File: config.mk
export PLATFORM = sky130hd
export DESIGN_NAME = m65c02_psw_flat
export DESIGN_NICKNAME = d
export VERILOG_FILES = /design/src/rtl/m65c02_pkg.sv /design/src/rtl/m65c02_psw_if.sv /design/src/rtl/m65c02_psw_upd.sv /design/src/rtl/m65c02_psw.sv /design/src/flat_wrapper.sv
export SDC_FILE = /design/constraint.sdc
export NUM_CORES = 1
export LEC_CHECK = 0
export CORE_MARGIN = 3
export CORE_UTILIZATION = 35
export CTS_CLUSTER_SIZE = 28
export DETAILED_ROUTE_END_ITERATION = 8
export HOLD_SLACK_MARGIN = 0.08
export PLACE_DENSITY = 0.71
export SLEW_MARGIN = 20
export SYNTH_ARGS = -nofsm -noshare
export SYNTH_HDL_FRONTEND = slang
export SYNTH_SLANG_ARGS = --single-unit
File: constraint.sdc
create_clock -name Clk -period 2 [get_ports Clk]
set_input_delay 0.4 -clock Clk [delete_from_list [all_inputs] [get_ports Clk]]
set_output_delay 0.4 -clock Clk [all_outputs]
set_load 0.005 [all_outputs]
File: src/rtl/m65c02_pkg.sv
// M65C02 processor status word shared definitions.
// Flag classes, P bit positions, FSM encodings, reset image.
package m65c02_pkg;

  localparam logic [2:0] FSEL_NONE = 3'd0;
  localparam logic [2:0] FSEL_NZ   = 3'd1;
  localparam logic [2:0] FSEL_NZC  = 3'd2;
  localparam logic [2:0] FSEL_NZCV = 3'd3;
  localparam logic [2:0] FSEL_Z    = 3'd4;
  localparam logic [2:0] FSEL_BIT  = 3'd5;
  localparam logic [2:0] FSEL_LDP  = 3'd6;
  localparam logic [2:0] FSEL_NOP  = 3'd7;

  localparam int P_N = 7;
  localparam int P_V = 6;
  localparam int P_U = 5;
  localparam int P_B = 4;
  localparam int P_D = 3;
  localparam int P_I = 2;
  localparam int P_Z = 1;
  localparam int P_C = 0;

  localparam logic [1:0] ST_IDLE = 2'd0;
  localparam logic [1:0] ST_PUSH = 2'd1;
  localparam logic [1:0] ST_MASK = 2'd2;

  localparam logic [7:0] RST_P = 8'h34;

endpackage

File: src/rtl/m65c02_psw_if.sv
// PSW unit bus: ALU result stream, interrupt request,
// stack push handshake and status outputs.
interface m65c02_psw_if;

  logic       Rdy;
  logic       Val;
  logic [2:0] FSel;
  logic [8:0] Out;
  logic       Z;
  logic       V;
  logic [7:0] M;
  logic       Int;
  logic       Brk;
  logic       PushAck;
  logic [7:0] PSW;
  logic [7:0] PushD;
  logic       PushVal;
  logic       Busy;

  modport master (
    output Rdy, Val, FSel, Out, Z, V, M,
    output Int, Brk, PushAck,
    input  PSW, PushD, PushVal, Busy
  );

  modport slave (
    input  Rdy, Val, FSel, Out, Z, V, M,
    input  Int, Brk, PushAck,
    output PSW, PushD, PushVal, Busy
  );

endinterface

File: src/rtl/m65c02_psw_upd.sv
// Next-P function for one ALU result.
// Bit5 and B always read back as 1 in the live register.
module m65c02_psw_upd
  import m65c02_pkg::*;
(
  input  logic [2:0] fsel,
  input  logic [8:0] out,
  input  logic       z,
  input  logic       v,
  input  logic [7:0] m,
  input  logic [7:0] p,
  output logic [7:0] p_next
);

  logic rz;

  assign rz = ~|out[7:0];

  // Per flag class, overwrite only the flags it owns
  always_comb begin
    p_next = p;
    unique case (fsel)
      FSEL_NZ: begin
        p_next[P_N] = out[7];
        p_next[P_Z] = rz;
      end
      FSEL_NZC: begin
        p_next[P_N] = out[7];
        p_next[P_Z] = rz;
        p_next[P_C] = out[8];
      end
      FSEL_NZCV: begin
        p_next[P_N] = out[7];
        p_next[P_Z] = rz;
        p_next[P_C] = out[8];
        p_next[P_V] = v;
      end
      FSEL_Z: begin
        p_next[P_Z] = z;
      end
      FSEL_BIT: begin
        p_next[P_N] = m[7];
        p_next[P_V] = m[6];
        p_next[P_Z] = z;
      end
      FSEL_LDP: begin
        p_next = out[7:0];
      end
      default: begin
        p_next = p;
      end
    endcase
    p_next[P_U] = 1'b1;
    p_next[P_B] = 1'b1;
  end

endmodule

File: src/rtl/m65c02_psw.sv
// M65C02 P register with IRQ/BRK entry push sequencer.
// IDLE -> PUSH (wait ack) -> MASK (set I, clear D) -> IDLE.
module m65c02_psw
  import m65c02_pkg::*;
#(
  parameter logic [7:0] pRstP = RST_P
) (
  input logic Clk,
  input logic Rst,
  m65c02_psw_if.slave bus
);

  logic [1:0] state;
  logic [1:0] state_nxt;
  logic [7:0] p;
  logic [7:0] p_upd;
  logic [7:0] p_flag;
  logic [7:0] p_nxt;
  logic [7:0] push_d;

  m65c02_psw_upd u_upd (
    .fsel   (bus.FSel),
    .out    (bus.Out),
    .z      (bus.Z),
    .v      (bus.V),
    .m      (bus.M),
    .p      (p),
    .p_next (p_upd)
  );

  // Flag update, then MASK forces I/D over any P load
  always_comb begin
    p_flag = bus.Val ? p_upd : p;
    p_nxt  = p_flag;
    if (state == ST_MASK) begin
      p_nxt[P_I] = 1'b1;
      p_nxt[P_D] = 1'b0;
    end
  end

  // Entry sequencer transitions; Int only seen in IDLE
  always_comb begin
    state_nxt = state;
    unique case (state)
      ST_IDLE: if (bus.Int) state_nxt = ST_PUSH;
      ST_PUSH: if (bus.PushAck) state_nxt = ST_MASK;
      ST_MASK: state_nxt = ST_IDLE;
      default: state_nxt = ST_IDLE;
    endcase
  end

  // All state advances only while the core is ready
  always_ff @(posedge Clk) begin
    if (Rst) begin
      p      <= pRstP;
      state  <= ST_IDLE;
      push_d <= 8'h00;
    end else if (bus.Rdy) begin
      p     <= p_nxt;
      state <= state_nxt;
      if (state == ST_IDLE && bus.Int) begin
        push_d <= {p_flag[7:5], bus.Brk, p_flag[3:0]};
      end
    end
  end

  assign bus.PSW     = p;
  assign bus.PushD   = push_d;
  assign bus.PushVal = (state == ST_PUSH);
  assign bus.Busy    = (state != ST_IDLE);

endmodule

File: src/flat_wrapper.sv
// flat-port wrapper written by rule: the top's interface ports become plain ports
module m65c02_psw_flat import m65c02_pkg::*;
#(
  parameter logic [7:0] pRstP = RST_P
)
  (Clk, Rst, bus_Rdy, bus_Val, bus_FSel, bus_Out, bus_Z, bus_V, bus_M, bus_Int, bus_Brk, bus_PushAck, bus_PSW, bus_PushD, bus_PushVal, bus_Busy);
  m65c02_psw_if bus_i ();
  input logic Clk;
  input logic Rst;
  input wire logic [$bits(bus_i.Rdy)-1:0] bus_Rdy;
  input wire logic [$bits(bus_i.Val)-1:0] bus_Val;
  input wire logic [$bits(bus_i.FSel)-1:0] bus_FSel;
  input wire logic [$bits(bus_i.Out)-1:0] bus_Out;
  input wire logic [$bits(bus_i.Z)-1:0] bus_Z;
  input wire logic [$bits(bus_i.V)-1:0] bus_V;
  input wire logic [$bits(bus_i.M)-1:0] bus_M;
  input wire logic [$bits(bus_i.Int)-1:0] bus_Int;
  input wire logic [$bits(bus_i.Brk)-1:0] bus_Brk;
  input wire logic [$bits(bus_i.PushAck)-1:0] bus_PushAck;
  output wire logic [$bits(bus_i.PSW)-1:0] bus_PSW;
  output wire logic [$bits(bus_i.PushD)-1:0] bus_PushD;
  output wire logic [$bits(bus_i.PushVal)-1:0] bus_PushVal;
  output wire logic [$bits(bus_i.Busy)-1:0] bus_Busy;
  assign bus_i.Rdy = bus_Rdy;
  assign bus_i.Val = bus_Val;
  assign bus_i.FSel = bus_FSel;
  assign bus_i.Out = bus_Out;
  assign bus_i.Z = bus_Z;
  assign bus_i.V = bus_V;
  assign bus_i.M = bus_M;
  assign bus_i.Int = bus_Int;
  assign bus_i.Brk = bus_Brk;
  assign bus_i.PushAck = bus_PushAck;
  assign bus_PSW = bus_i.PSW;
  assign bus_PushD = bus_i.PushD;
  assign bus_PushVal = bus_i.PushVal;
  assign bus_Busy = bus_i.Busy;
  m65c02_psw #(.pRstP(pRstP)) u_core (.Clk(Clk), .Rst(Rst), .bus(bus_i));
endmodule
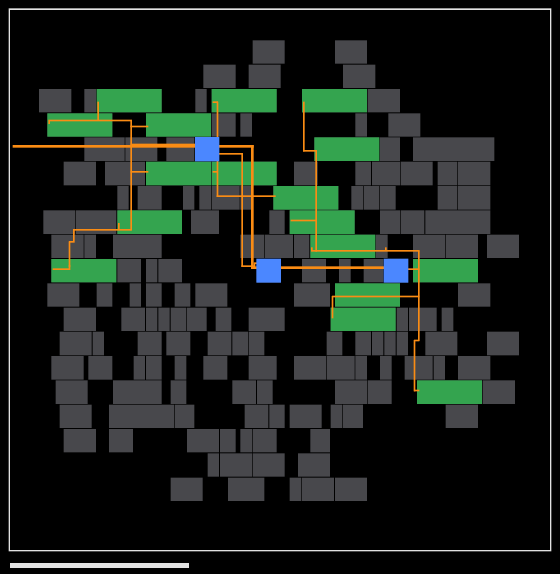
Figure 1: run 1, clock network drawn from the DEF.
The bar under the picture is 20 um long.
[clock wires] orange | length: 207 um
[clock drivers] blue | count: 3
[flip-flops] green | count: 17
routed clock nets: 4

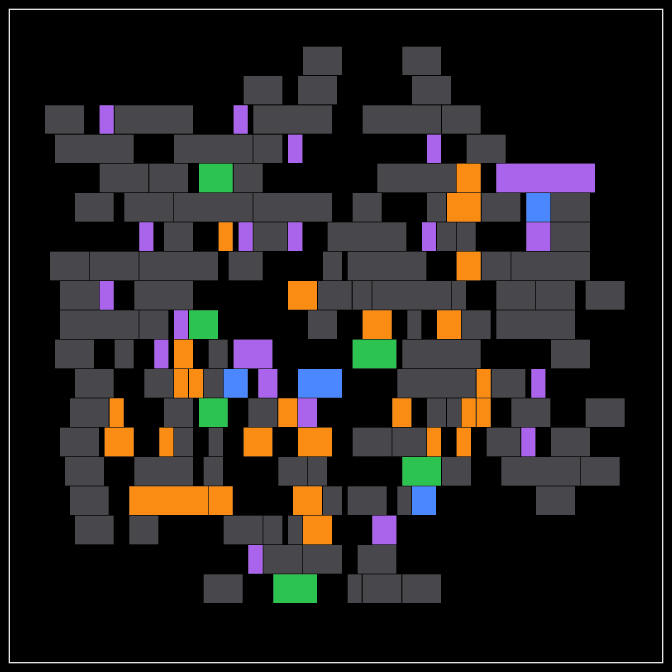
Figure 2: run 1, selected gate families.
[AND and OR gates] blue | cells: 4
[NOR gates] purple | cells: 20 | most used: nor2_1
[AND-OR and OR-AND gates] green | cells: 6 | most used: o21a_1
[NAND gates] orange | cells: 26 | most used: nand2_1

==> run notes, run 1 <==
Physical implementation.

- The run finished with clean final reports.
- The worst setup slack after layout is 0.194 ns.
- Static timing analysis puts the maximum clock frequency at 554 MHz.
- The final antenna diode count is 0.
- The final count of hold timing violations is 0.
- In this run the critical register-to-register path is captured at u_core.bus.PushD[1].
- The data arrival time of the worst path is 1.41 ns.
- The number of H-tree branching levels is 1.
- In the final run the clock tree shows a worst skew of 0.00266 ns.
- The worst setup path is captured at an output pin.
- The proportion of netlist area held by the largest area contributor is 32.8%.
- The total core area is 2780 sq um.
- Per the placement report, the placed cell count is 187.
- The via density per instance is 5.24.
- The worst min-delay path class is reg2reg.
- Routing resource usage on met1 recorded by global route was 17.7%.
- The total routing resource utilization after global routing is 15.3%.
- The power spent charging and discharging nets is 0.201 mW.
- The power attributed to combinational cells is 0.209 mW.
- The placer's final routability congestion estimate is 0.827.
- The switching power as a share of total power is 26.4%.
- In the power breakdown, the internal column shows 0.559 mW.
- The total negative setup slack is 0 ns.
- Detailed-route iteration 0 reported a violation count of 33.
- The total number of warnings across the stage logs is 32.
- Global route summary, busiest routing layer listed as met2.
- The most frequently used library cell after synthesis is dfxtp_1.
- The total of cells resized after clock tree synthesis is 0.
- The worst setup path is of the reg2out kind.
- In this run the register-to-register setup slack is 0.70 ns.
- The post-route fraction of the period consumed by the critical path is 90.3%.
- The number of synthesized flops with an enable pin is 0.
- Sorting the synthesized cells by area gives the leading types as dfxtp_1 (33%), buf_6 (7.6%), nor2_1 (5.1%).
- The number of cells traversed by the worst hold path is 1.
- The largest total area in the synthesized netlist belongs to dfxtp_1.
- The final cell count without fillers is 191.
- The critical path ends at bus_Busy.
- According to the floorplan report, the die height is 60.5 um.
- The floorplan net count is 146.
- The met2 usage is 27.3%.
- The power report attributes to the combinational group a share of 27.5%.
- The wire length reported by the detailed router is 2.53 mm.
- The die width is 60.5 um.
- The worst setup path is launched from a flip-flop.
- Setup repair after global routing left no endpoint under its margin.
- The average instance area after synthesis is 8.88 sq um.
- The routed wire length on met2 is 1.22 mm.
- The average routed wire per standard cell is 13.3 um.
- In the final layout, the share of cells above drive strength 1 is 15.6%.
- The wire length on met1 is 1.11 mm.
- Looking at the power breakdown, sequential logic takes 48.8% of the total.
- The total power is 0.760 mW.
- Looking at the clock tree report, the root buffer type is clkbuf_4.
- The clock latency of the later-clocked register in the worst-skew pair is 0.29 ns.
- TritonCTS created 3 clock buffers.
- The smallest clock period supported by the final layout is computed as 1.81 ns.
- STA on the placed design reports a worst setup slack of 0.0379 ns.
- The flow measured a signed area growth from synthesis to layout of 42.3%.
- The clock tree from TritonCTS is yes.
- The clock network power reported by the tool is 0.181 mW.
- The post-layout utilization of the core is 53.1%.
- After synthesis, the share of flip-flops with an asynchronous set or reset is 0%.
- The clock network fraction of design power is 23.7%.
- The clock passes through at most 2 buffers.
- Before placement the cells fill 37.3% of the core.
- The launch point of the worst min-delay path is recorded as u_core.bus.PSW[5].
- Per the Yosys statistics, synthesis produced 117 cells.
- The most common logic cell in the routed design is clkdlybuf4s50_1.
- The Yosys step of the flow raised 0 warnings.
- Once placement finished, the instance area stood at 1450 sq um.
- The number of setup violations in the final report is 0.
- With fillers left out, the area of the finished cells amounts to 1480 sq um.
- Clock-pin slew was measured on the worst setup and hold paths at 0.09 ns.
- The first global-routing pass estimated 4.31 mm of wire.
- The post-synth design cell area is 1040 sq um.
- The met3 layer usage reported by global route is 5.11%.
- Power attributed to sequential cells is 0.371 mW.
- The I/O pin count is 47.
- The flip-flop cell with the highest count after synthesis is dfxtp_1.
- The critical path endpoint has a required time of 1.60 ns.
- The share of the yosys chip area belonging to registers is 32.8%.
- The maximum number of pins on one net before global-route repair is 18.
- For reference, the final report shows the max-slew violation count at 0.
- The path with the worst hold slack has its endpoint at u_core.bus.PSW[5].
- The count of standard-cell rows is 19.
- STA lists the startpoint of the worst register-to-register path as u_core.state[0].
- The synthesis-stage register bit count is 17.
- Sorting the synthesized cells by how often they occur yields dfxtp_1 (17), nor2_1 (14), nand2_1 (10).
- Once detail routing completed, the nets flagged for antenna violations numbered 0.
- The die outline area is 3660 sq um.
- Of all power groups, the one with the highest power is registers.
- The largest voltage drop on the vdd net is 430 uV.
- The via count is 1000.
- The worst hold margin is 0.475 ns.
- Recorded from the global router log, the overflow total was 0.
- The chip area line of the yosys report is 1040 sq um.
- The post-cts hold buffer count is 0.
- The iteration count recorded for the first detailed-route pass is 4.
- The number of buffer cells added on primary ports is 39.
- The power density of the placed cells is 514 nW/um^2.
- Synthesis produced 117 cells.
- Per the timing report, the biggest fanout along the worst path comes to 6.
- The top cell types in the final layout, fill and taps aside, are clkdlybuf4s50_1 (39), dfxtp_1 (17), nor2_1 (14).
- Signal routing reaches up to met4.
- The met3 layer wire length in the routed design is 186 um.
- The tool flagged a number of max-cap violations equal to 0.
- The total leakage power is 0.546 nW.
- The number of remaining DRC errors is 0.
- The post-CTS setup buffer count is 0.
- Logic depth along the worst register-to-register path is recorded as 5.
- The total clock sinks is 17.
- The initial antenna violation count is 0.
- The launch point of the critical path is u_core.state[0].
- The placed wire-length estimate is 1.98 mm.
- The net total in the final layout is 190.
- The via count of the first global-routing pass is 990.
- The number of library cell types mapped by synthesis is 38.
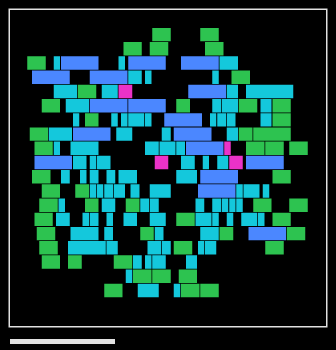
Figure 3: run 1, placement by cell class.
The bar under the picture is 20 um long.
[flops] blue | cells: 17 | share of their area: 24%
[clock drivers and dummy loads] magenta | cells: 4 | share of their area: 1.8%
[combinational and other logic] cyan | cells: 90 | share of their area: 41%
[other buffers and delay cells] green | cells: 49 | share of their area: 33%

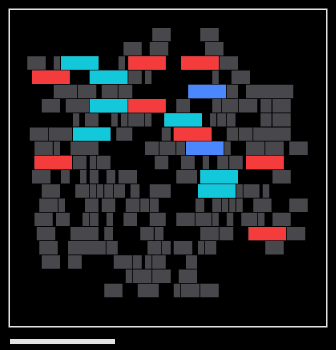
Figure 4: run 1, sequential cells grouped by signal name.
The bar under the picture is 20 um long.
[u_core.state] blue | flops: 2
[u_core.bus.PushD] red | flops: 8
[u_core.bus.PSW] cyan | flops: 7

[run 1: worst max-delay path: stages (launching register included)]
cell	delay, ns
dfxtp_1	0.38
or2_2	0.30
clkdlybuf4s50_1	0.44
[run 1: kinds of logic after synthesis]
kind of cell	count (synthesis)	synth area share [%]
and+or+nand+nor	50	28.9
DFF	17	32.8
AOI/OAI and AO/OA	33	25.2
muxes	1	0.964
buffers and inverters	15	11.8
other	1	0.361
[run 1: layout make-up]
type	count	area, sq um
Fill cell	271	1300
Inverter	5	18.8
Tap cell	31	38.8
Timing Repair Buffer	49	478
Multi-Input combinational cell	85	576
Clock buffer	4	26.3
Sequential cell	17	340
[run 1: sequential cells by signal, summed over array words and instances, names as in the netlist]
signal and cells:
u_core.bus.PushD 8, u_core.bus.PSW 7, u_core.state 2
==> run 2: changes to the inputs <==
--- a/config.mk
+++ b/config.mk
@@ -9,8 +9,9 @@
 export CORE_UTILIZATION = 35
 export CTS_CLUSTER_SIZE = 28
 export DETAILED_ROUTE_END_ITERATION = 8
+export DONT_BUFFER_PORTS = 1
 export HOLD_SLACK_MARGIN = 0.08
-export PLACE_DENSITY = 0.71
+export PLACE_DENSITY = 0.51
 export SLEW_MARGIN = 20
 export SYNTH_ARGS = -nofsm -noshare
 export SYNTH_HDL_FRONTEND = slang
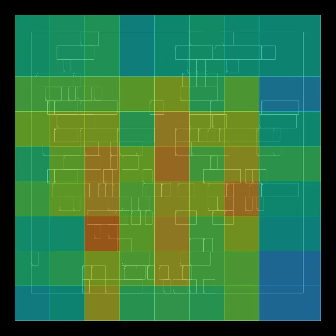
Figure 5: run 2, congestion heat map.
fraction of met1 tracks used by global routing: 14.0%
layer with the highest usage: met2
overall global routing resource usage: 12.8%

==> run 2 against run 1 <==
  * Area after synthesis unchanged
  * Clock power about the same
  * Via count down 20%
  * Combinational power down about 60%
  * Setup slack better by 0.42 ns
  * Fmax up 31%
  * Register-to-register slack worse by 0.02 ns
  * Worst hold slack worse by 0.30 ns
  * Non-clock buffer count down 48
  * Sequential cell count unchanged
==> run notes, run 2 <==
Physical implementation.

- The worst path uses 69.2% of the clock period.
- The via count is 805.
- The initial cell density of the core is 37.3%.
- The met3 layer wire length in the routed design is 218 um.
- Of the cells placed in the final design, the portion with a size suffix greater than 1 is 14.3%.
- Ranked by instance count, the synthesized netlist is headed by dfxtp_1 (17), nor2_1 (14), nand2_1 (10).
- The count of nets left with antenna violations after detail routing is 0.
- The sequential portion of the cell area is 33.8%.
- For this run, the post-layout net count is 142.
- The power density of the placed cells is 632 nW/um^2.
- The initial antenna violation count is 0.
- The worst setup slack after layout is 0.616 ns.
- The internal cell power is 0.479 mW.
- In this run, the synthesized area fraction spent on adder and majority cells is recorded as 0%.
- The path with the worst hold slack has its endpoint at u_core.bus.PSW[7].
- The highest supply drop recorded on VDD is 527 uV.
- The group drawing the most power is registers.
- The uppermost metal layer occupied by signal nets is met3.
- The total leakage power is 0.350 nW.
- The instance tally after logic synthesis is 117.
- In the synthesized netlist, the dominant kind of combinational cell is simple AND/OR/NAND/NOR gates.
- The clock network fraction of design power is 28.0%.
- The data arrival time of the worst path is 0.98 ns.
- The routed wirelength on the met1 layer is recorded as 900 um.
- Summing the areas of all and, or, nand and nor instances in the mapped netlist gives 28.9% of the synthesized area.
- Global routing used 6.17% of the available met3 tracks.
- The placer's final routability congestion estimate is 0.705.
- The number of cells traversed by the worst hold path is 1.
- The upper clock frequency limit is 723 MHz.
- Entering global routing, the biggest net connects 20 pins.
- The average routed wire per standard cell is 15.7 um.
- For this run, design rule violations remaining after detail routing come to 0.
- The layout report lists the combined flip-flop and latch area as 340 sq um.
- The total negative setup slack is 0 ns.
- The die outline area is 3660 sq um.
- The proportion of netlist area held by the largest area contributor is 32.8%.
- The launch instance of the worst register-to-register path is u_core.state[1].
- The worst hold path belongs to the class in2reg.
- According to the CTS report, the clock sink count is 17.
- The I/O pin count is 47.
- Of the total standard cell area in the layout, the multi-input combinational portion is 57.1%.
- The fraction of synthesized area in multiplexers is 0.964%.
- Summing the areas of all compound-gate instances in the mapped netlist gives 25.2% of the synthesized area.
- The layout buffer count excluding clock buffers is 1.
- The die width is 60.5 um.
- The met2 usage is 22.4%.
- The cell accounting for the most synthesized area is dfxtp_1.
- The clock tree from TritonCTS is yes.
- The cell at the root of the clock tree is clkbuf_4.
- The portion of the layout cell area used by clock cells is 2.61%.
- The count of TritonRoute iterations in the first routing pass is 3.
- Hold-check failures listed in the final report amount to 0.
- Of the total power, combinational logic draws 13.2%.
- According to the Yosys statistics, the synthesized design has a chip area of 1040 sq um.
- The startpoint of the most critical hold path is Rst.
- The post-synth count of flops with an enable pin is 0.
- The clock-pin transition on the worst setup and hold timing paths is 0.09 ns.
- The power attributed to combinational cells is 0.0840 mW.
- The wire length reported by the detailed router is 2.24 mm.
- The total number of warnings across the stage logs is 32.
- The flow reports that sequential cells draw 58.8% of the design power.
- The switching power as a share of total power is 24.8%.
- According to the floorplan report, the placeable core area is 2780 sq um.
- The number of cells traversed by the worst register-to-register path is 5.
- The skew report gives the latency at the later pin of the worst-skew pair as 0.28 ns.
- Looking at the critical path, the highest net fanout was 7.
- Dividing the detail-routed via count by the number of cells gives 5.63.
- In this run the register-to-register setup slack is 0.68 ns.
- The count of instantiated cells in the yosys netlist is 117.
- The filler cell count in the final layout is 306.
- The smallest clock period supported by the final layout is computed as 1.38 ns.
- The critical path is of the reg2out type.
- Summing every instance area after synthesis gives 1040 sq um.
- Setup repair after global routing left no endpoint under its margin.
- The end-of-flow timing check tallies setup violations at 0.
- The required time of the worst setup path is 1.60 ns.
- The final global-route overflow total is 0.
- The number of buffer cells added on primary ports is 0.
- Leaving out fill and tap cells, the most frequent cell in the layout is dfxtp_1.
- Looking at the gate-level netlist, the highest instance count belongs to dfxtp_1.
- The total clock buffers created by CTS is 3.
- After clock tree synthesis, the flow added hold-fix buffers numbering 0.
- The setup clock skew after layout is 0.00219 ns.
- The placed wire-length estimate is 1.70 mm.
- The logic depth of the worst setup path including buffers is 1.
- The launch point of the critical path is u_core.state[1].
- In this run the post-CTS setup repair buffer count came out at 0.
- The floorplan die height is 60.5 um.
- The reg-to-reg critical path endpoint is u_core.bus.PushD[1].
- The first global-routing pass estimated 3.53 mm of wire.
- The final number of max-transition violations is 0.
- Ranking logic cells in the layout by count gives the top entries dfxtp_1 (17), nor2_1 (14), nand2_1 (10).
- The cell sequence reported for the critical path is or2_2.
- The number of H-tree branching levels is 1.
- Timing analysis after detailed placement gives a worst setup slack of 0.671 ns.
- After detailed routing, the met2 layer carries 1.12 mm of wire.
- The async set-reset flop share out of synthesis is 0%.
- The register with the most flip-flops in the layout has 8 of them.
- The average instance area after synthesis is 8.88 sq um.
- The number of antenna diodes in the final layout is 0.
- Power attributed to sequential cells is 0.374 mW.
- The power spent charging and discharging nets is 0.158 mW.
- The synthesis-stage register bit count is 17.
- Non-clock buffering takes up 0.745% of total cell area after layout.
- In this design, the stage delay of the slowest critical-path cell is 0.39 ns.
- Looking at the area split, the leading class of cells is logic gates.
- After synthesis, flip-flops and latches occupy 32.8% of the total area.
- The flow inserted 31 tap cells.
- The cell family contributing the most delay on the critical path is flip-flops.
- For this design, the slowest cell found on the critical path is dfxtp_1.
- The power in the clock group is 0.178 mW.
- Yosys attributes the largest share of cell area to dfxtp_1 (33%), buf_6 (7.6%), nor2_1 (5.1%).
- In the layout the tool counted multi-input logic cells amounting to 85.
- The count of standard-cell rows is 19.
- The end point of the critical path is bus_Busy.
- The detailed router's first-iteration violation count is 19.
- The inverter tally of the final layout excluding the clock network is 5.
- The critical path buffer and inverter count is 0.
- The run finished with clean final reports.
==> run 2: cell counts after synthesis <==
No cell type changed its count.
==> run 2: per-stage QoR <==
| stage | area, sq um | std cells | hold slack (ns) | util (%) | power (mW) |
|---|---|---|---|---|---|
| 2_1_floorplan | 1040 | 117 | 0.461 | - | 0.484 |
| 3_3_place_gp | 981 | 139 | 0.469 | 35.3 | 0.465 |
| 3_5_place_dp | 981 | 139 | 0.470 | 35.3 | 0.468 |
| 4_1_cts | 1010 | 143 | 0.157 | 36.2 | 0.647 |
| 5_1_grt | 1010 | 143 | 0.141 | 36.2 | 0.680 |
| 6_report | 1010 | 143 | 0.171 | 36.2 | 0.637 |
==> run 3: changes to the inputs <==
==> constraint.sdc (replaced) <==
create_clock -name Clk -period 1.3 [get_ports Clk]
set_input_delay 0.26 -clock Clk [delete_from_list [all_inputs] [get_ports Clk]]
set_output_delay 0.26 -clock Clk [all_outputs]
set_load 0.005 [all_outputs]
==> run 3 against run 2 <==
  * Area after synthesis unchanged
  * Critical path depth rose by 1
  * Clock-buffer cell count unchanged
  * Setup slack got worse by 0.60 ns
  * Power is 60% higher
  * Clock skew is 0.0039 ns higher
  * Via count grew 5.5%
  * Worst hold slack worse by 0.052 ns
  * Sequential power grew 54%
  * Critical path type unchanged
  * Largest cell class unchanged
  * Highest routed layer is now met4
==> run notes, run 3 <==
Physical implementation.

- The total number of warnings across the stage logs is 33.
- The arrival time of data at the worst endpoint is listed as 1.02 ns.
- Entering global routing, the biggest net connects 18 pins.
- The floorplan step records an initial core utilization of 37.3%.
- The final-layout clock buffer total is 4.
- The instance tally after logic synthesis is 117.
- In the final routing, the length of wire on met1 measures 1.02 mm.
- The count of instantiated cells in the yosys netlist is 117.
- The area growth from synthesis to final layout is 4.34%.
- The sequential standard cell area is 343 sq um.
- The flip-flop count of the largest register after layout is 8.
- The post-layout utilization of the core is 39.0%.
- STA classifies the critical path endpoint as an output pin.
- The slowest stage of the critical path belongs to the cell dfxtp_2.
- The via density per instance is 5.70.
- The yosys warning tally is 0.
- The detailed router's first-iteration violation count is 23.
- The die outline area is 3660 sq um.
- The critical path buffer and inverter count is 1.
- The uppermost metal layer occupied by signal nets is met4.
- The wire length reported by the detailed router is 2.45 mm.
- The top cell type in the final layout, fill and taps aside, is dfxtp_1.
- The floorplan report gives the top-level pin count as 47.
- The post-synth design cell area is 1040 sq um.
- The final timing report gives a worst setup slack of 0.0157 ns.
- Per the layout report, the design carries 287 filler cells.
- Across the placement rows, the number of tap cells is 31.
- The proportion of netlist area held by the largest area contributor is 32.8%.
- The total area inside the core boundary comes to 2780 sq um.
- STA classifies the critical path startpoint as a flip-flop.
- Broken down by cell family, the worst path's largest delay share belongs to flip-flops.
- The count of TritonRoute iterations in the first routing pass is 6.
- Internal power comes to 0.756 mW.
- The fraction of synthesized area in multiplexers is 0.964%.
- The floorplan die height is 60.5 um.
- The via count of the first global-routing pass is 784.
- Per the timing report, the most critical flop-to-flop path finishes at u_core.bus.PushD[4].
- In this run the VDD rail shows a maximum IR drop of 866 uV.
- For this design the total switching power over the nets is 0.264 mW.
- The tree is rooted in a clkbuf_4.
- The setup clock skew after layout is 0.00606 ns.
- Looking at the clock tree report, the H-tree level count equals 1.
- The launch instance of the worst register-to-register path is u_core.state[0].
- Summing internal, switching and leakage power gives 1.02 mW.
- The cell accounting for the most synthesized area is dfxtp_1.
- The synthesis-stage register bit count is 17.
- For the sequential group, total power comes out at 0.575 mW.
- The maximum single-stage delay on the critical path is 0.35 ns.
- The biggest slice of the total power is consumed by registers.
- The area taken by multi-input logic gates is 584 sq um.
- The worst hold margin is 0.119 ns.
- The layout buffer count excluding clock buffers is 7.
- The end point of the critical path is bus_Busy.
- The highest clock rate this design can be run at is 779 MHz.
- The wire length of the first global-routing pass is 3.78 mm.
- The share of the yosys chip area belonging to registers is 32.8%.
- The finished design was reported to have a net count of 148.
- The synthesis report lists the most area-consuming cells as dfxtp_1 (33%), buf_6 (7.6%), nor2_1 (5.1%).
- For this run, combinational gates with multiple inputs come to 85.
- The number of remaining DRC errors is 0.
- Per the post-synthesis report, the nets total 146.
- The layout report lists the non-clock buffer share of cell area as 6.70%.
- The number of library cell types mapped by synthesis is 38.
- The met3 layer wire length in the routed design is 205 um.
- The required time of the worst setup path is 1.04 ns.
- The clock tree from TritonCTS is yes.
- The flow ran to the end, and the final reports show no timing, DRC or antenna violations.
- The portion of the layout cell area used by clock cells is 2.42%.
- The initial antenna violation count is 0.
- The worst path in the final design needs a cycle of 1.28 ns, including I/O delays and setup.
- The placed wire-length estimate is 1.71 mm.
- OpenSTA lists the critical path startpoint as u_core.state[0].
- The number of max-cap violations is 0.
- The timing report gives the worst reg2reg path a setup slack of 0.04 ns.
- Note that the worst hold path type here is in2reg.
- The finished layout holds 149 standard cells, fillers aside.
- The via count is 849.
- The clock network burns 27.3% of the power.
- The clock network consumes a total of 0.278 mW.
- The global routing's busiest layer is met2.
- The sequential cell count of the final layout is 17.
- The async set-reset flop share out of synthesis is 0%.
- By area, logic gates come first.
- The clock-pin transition on the worst setup and hold timing paths is 0.10 ns.
- The count of nets left with antenna violations after detail routing is 0.
- The worst setup path is of the reg2out kind.
- The congestion estimate from routability-driven global placement came to 0.710.
- By area, the combinational part of the netlist is dominated by simple AND/OR/NAND/NOR gates.
- The inverter tally of the final layout excluding the clock network is 5.
- For reference, the top cells by count after synthesis are dfxtp_1 (17), nor2_1 (14), nand2_1 (10).
- Net switching is 25.9% of the power.
- The number of synthesized flops with an enable pin is 0.
- The routed wire length on met2 is 1.21 mm.
- Per report_power, the sequential group accounts for 56.4% of the total.
- CTS saw 17 sinks.
- The top cell type by instance count after synthesis is dfxtp_1.
- The power density of the placed cells is 941 nW/um^2.
- The power report puts the leakage power at 0.385 nW.
- The met3 layer usage reported by global route is 6.60%.
- The layout summary lists the proportion of cells stronger than drive strength 1 as 19.5%.
- The count of standard-cell rows is 19.
- The final layout reports a setup TNS of 0 ns.
- In this run, placement finished with an instance count of 141.
- All stages included, the depth of the critical timing path comes to 2.
- The finished cells cover 1080 sq um.
- Summed over all combinational cells, the power is 0.166 mW.
- The chip area line in the Yosys stat output reads 1040 sq um.
- The critical path maximum fanout is 5.
- The clock reaches the later pin of the worst-skew pair after 0.29 ns.
- The final timing summary puts the cycle share of the worst path at 98.8%.
- The combinational group share of total power is 16.3%.
- Setup repair after global routing could not meet its margin everywhere.
- The final number of max-transition violations is 0.
- The final count of hold timing violations is 0.
- The flip-flop cell with the highest count after synthesis is dfxtp_1.
- The number of buffer cells added on primary ports is 0.
- The cell-mix breakdown from Yosys lists the compound-gate area share as 25.2%.
## run 3: how the worst min path moves through the flow
stage / slack, ns / end / startpoint / cells after the start
4_1_cts: 0.08 / u_core.bus.PSW[5] / bus_Val / 1
3_3_place_gp: 0.33 / u_core.bus.PSW[7] / Rst / 1
6_report: 0.12 / u_core.bus.PSW[3] / bus_Rdy / 2
3_5_place_dp: 0.33 / u_core.bus.PushD[7] / Rst / 1
2_1_floorplan: 0.41 / u_core.bus.PushD[4] / bus_Brk / 2
5_1_grt: 0.11 / u_core.bus.PushD[4] / bus_Brk / 2
## run 3: what timing repair did
action                                 CTS  global route
setup endpoints to repair                1             4
setup buffers                            0             1
resized                                  2             3
endpoints found under the hold margin   16             1
hold buffers                             2             1
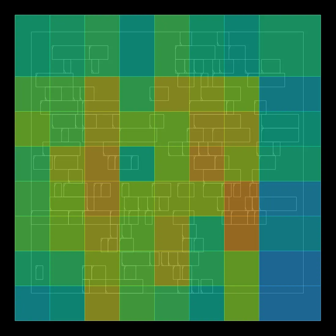
Figure 6: run 3, congestion heat map.
fraction of met1 tracks used by global routing: 15.8%
met2 global-route usage: 23.1%
wire length per cell after detailed routing: 16.4 um

Power and IR drop assume default switching activity.
